==> images/metal_density.png <==
The die is cut into 19 by 19 equal tiles; black is low, pale yellow is high, scaled to the fullest tile. Values are wire area over tile area, all layers added.
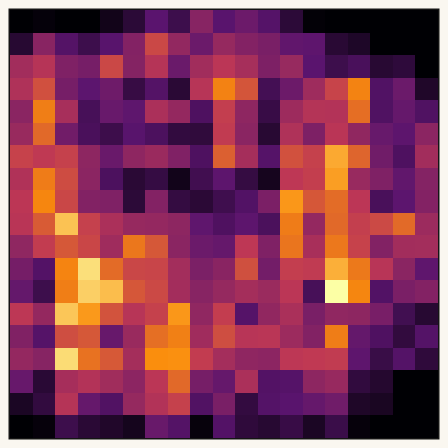
==> images/flops_by_reg.png <==
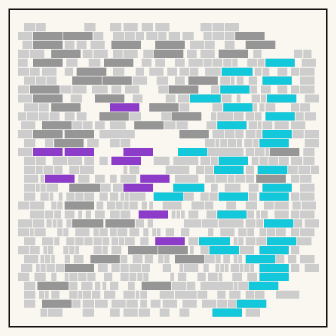
==> images/layer_met3.png <==
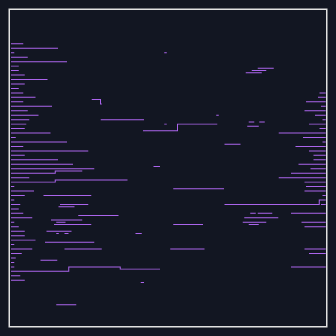
==> images/placement.png <==
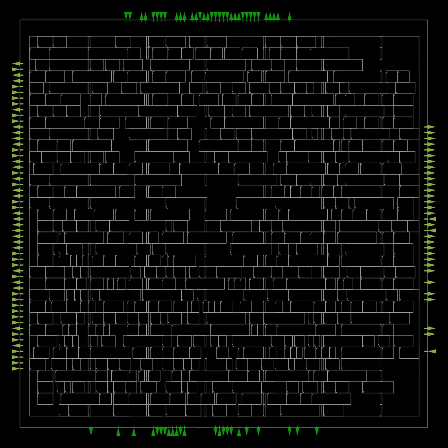
==> config.mk <==
export PLATFORM = sky130hd
export DESIGN_NAME = pc_if_stage
export DESIGN_NICKNAME = d
export VERILOG_FILES = /design/src/rtl/pc_if_stage.sv
export SDC_FILE = /design/constraint.sdc
export NUM_CORES = 1
export LEC_CHECK = 0
export ABC_AREA = 0
export CAP_MARGIN = 30
export CORE_MARGIN = 2
export CORE_UTILIZATION = 44
export DETAILED_ROUTE_END_ITERATION = 8
export PLACE_DENSITY = 0.78
export SETUP_SLACK_MARGIN = 0.02
export SLEW_MARGIN = 25
export SYNTH_ARGS = -nofsm -noshare
export SYNTH_HDL_FRONTEND = slang
export SYNTH_SLANG_ARGS = --single-unit
==> constraint.sdc <==
create_clock -name clk -period 1.8 [get_ports clk]
set_input_delay 0.54 -clock clk [delete_from_list [all_inputs] [get_ports clk]]
set_output_delay 0.54 -clock clk [all_outputs]
set_load 0.005 [all_outputs]
==> metrics.yaml <==
status: "completed"
ant_nets: 0
n_antenna_cell: 0
p_int_mw: 3.55
cts_buffers: 9
comb_area_share_pct: 24.7
critical_path_class: "reg -> reg"
top_logic_kind: "simple AND/OR/NAND/NOR gates"
grt_max_degree: 87
required_ns: 2.02
grt_pass1_vias: 3503
die_h_um: 96.3
postCtsHoldBufs: 0
hp-class: "in -> async"
finalSetupViolCount: 0
use_met1_pct: 30.5
globalplace.congestion: 0.871
firstDrtPassIters: 4
netlist_area_mm2: 0.00375
clkTransAtPathRegs_ns: 0.09
rr_worst_depth: 7
viasPerCell: 5.43
grt_overflow: 0
cts_post_setup_buffers_inserted: 43
clockBufferCount: 10
clock.fmax_ghz: 0.560
top_area_cell: "dfrtp_1"
cp.depth: 7
cp.arrival_ns: 2.01
dp_hpwl_mm: 7.06
crit_buf_inv: 2
clockRootBuffer: "clkbuf_8"
layout.cells.most_common: "buf_4"
buffers: 230
buf_share_pct: 35.3
finalPower_mw: 4.81
design_area_mm2: 0.00633
drc: 0
fin_skew_ns: 0.00925
swShare_pct: 26.3
path_cells: "buf_4 -> ha_2 -> nand2_1 -> nor4_4 -> buf_6 -> nand4b_1 -> xnor2_1"
met1Wirelength_mm: 4.56
grt-busiest-layer: "met2"
synthTopCellsByCount: "dfrtp_1 (86), a22o_1 (37), nand2_1 (28), xnor2_1 (28), nand3_1 (17)"
top_layer: "met4"
power_density_mw_per_mm2: 759
sequentialPowerShare_pct: 46.1
cp_top_family: "simple AND/OR/NAND/NOR gates"
drt_iter0_markers: 166
synth_top_cell_by_count: "dfrtp_1"
die_x_um: 96.3
powerComb_mw: 1.14
die_area_mm2: 0.00928
crit_fanout: 5
synth_top_area_share_pct: 57.4
period_minus_slack_ns: 1.78
antenna_found_initial: 0
dp_slack_ns: -0.398
slowest_delay_ns: 0.37
synth.avg_cell_area_um2: 11.5
ys_chip_area_mm2: 0.00375
crit_slowest_cell: "dfrtp_1"
yosysWarnings: 0
start_kind: "register"
final.setup.tns_ns: 0
mux_share_pct: 0.534
synth.distinct_cells: 41
wl_met2_mm: 5.82
grt_pass1_wl_mm: 16.8
fp_util_pct: 45.4
nMultiInputCombCells: 218
ys_sh_simple_pct: 15.2
fin_nets: 612
core_area_mm2: 0.00826
cts_tree: "built"
tightest_slew_ns: 0.516
clock-sinks: 86
switchingPower_mw: 1.26
h-tree-depth: 3
edf_count: 0
syn_inst: 327
maxCapViolations: 0
ys_sh_aoi_pct: 15.1
syn_nets: 387
period_used_pct: 99.1
fin_ws_ns: 0.0156
pg_clk_mw: 1.45
leakagePower_nw: 3.79
most-common-layout-cells: "buf_4 (84), dfrtp_1 (79), clkdlybuf4s50_1 (60)"
p_clk_share_pct: 30.1
report.final.slew_viol_count: 0
io_buffers: 142
gr-usage-met2_pct: 39.4
ys_async_sr_fraction_pct: 100
synthTopCellsByArea: "dfrtp_1 (57%), a22o_1 (8.6%), xnor2_1 (6.5%)"
ys_sh_xor_pct: 8.64
drive_gt1_share_pct: 22.3
areaGrowthSynthToFinish_pct: 68.8
vdd_drop_max_uv: 509
place_area_mm2: 0.00550
ys_sh_adder_pct: 0.667
clock_path_buffers: 2
inv_count: 7
relSlewSlack_pct: 65.5
dp_cells: 585
end_kind: "register"
hold_slack_ns: 0.192
pwr-share-comb_pct: 23.8
wl_met3_um: 847
hold_violations: 0
yosysSeqAreaShare_pct: 57.4
ys_seq_elements: 86
clk_latency_ns: 0.34
flop_cell: "dfrtp_1"
final-clk-cell-share_pct: 3.36
dominant_cells: "buffers"
warning_count: 26
pin_count: 143
top_power_group: "registers"
comb_area_mm2: 0.00156
cts_resized: 33
reg2reg_slack_ns: 0.02
ys_cells: 327
## Picture notes: metal_density.png
tiles over half the peak = 24%
fullest tile = 0.54
mean over tiles = 0.20
nearly empty tiles = 6.9%
wire length per cell: 17.1 µm
final wirelength: 11.3 mm
via count: 3591
gr usage total: 23.7%

## Picture notes: flops_by_reg.png
fetch_count -> cyan  # flops 32
id_pc_plus1 -> purple  # flops 10
not coloured = 44
final core occ: 76.7%
Seq/total area: 34.1%
Seq. cell area: 0.00216 mm²
seq pwr: 2.22 mW

## Picture notes: layer_met3.png
share of all routed wire = 7.5%
nets with wire on the layer = 113
longest straight run = 28.8 µm
wire length on this layer = 847 µm
main direction = horizontal
GRT met3 Usage: 6.11%

## Picture notes: placement.png
# Taps: 105
Fill cells: 540
sequential cells: 86
row count: 33
fin cells: 661

Power is estimated from default activity; no workload was simulated.
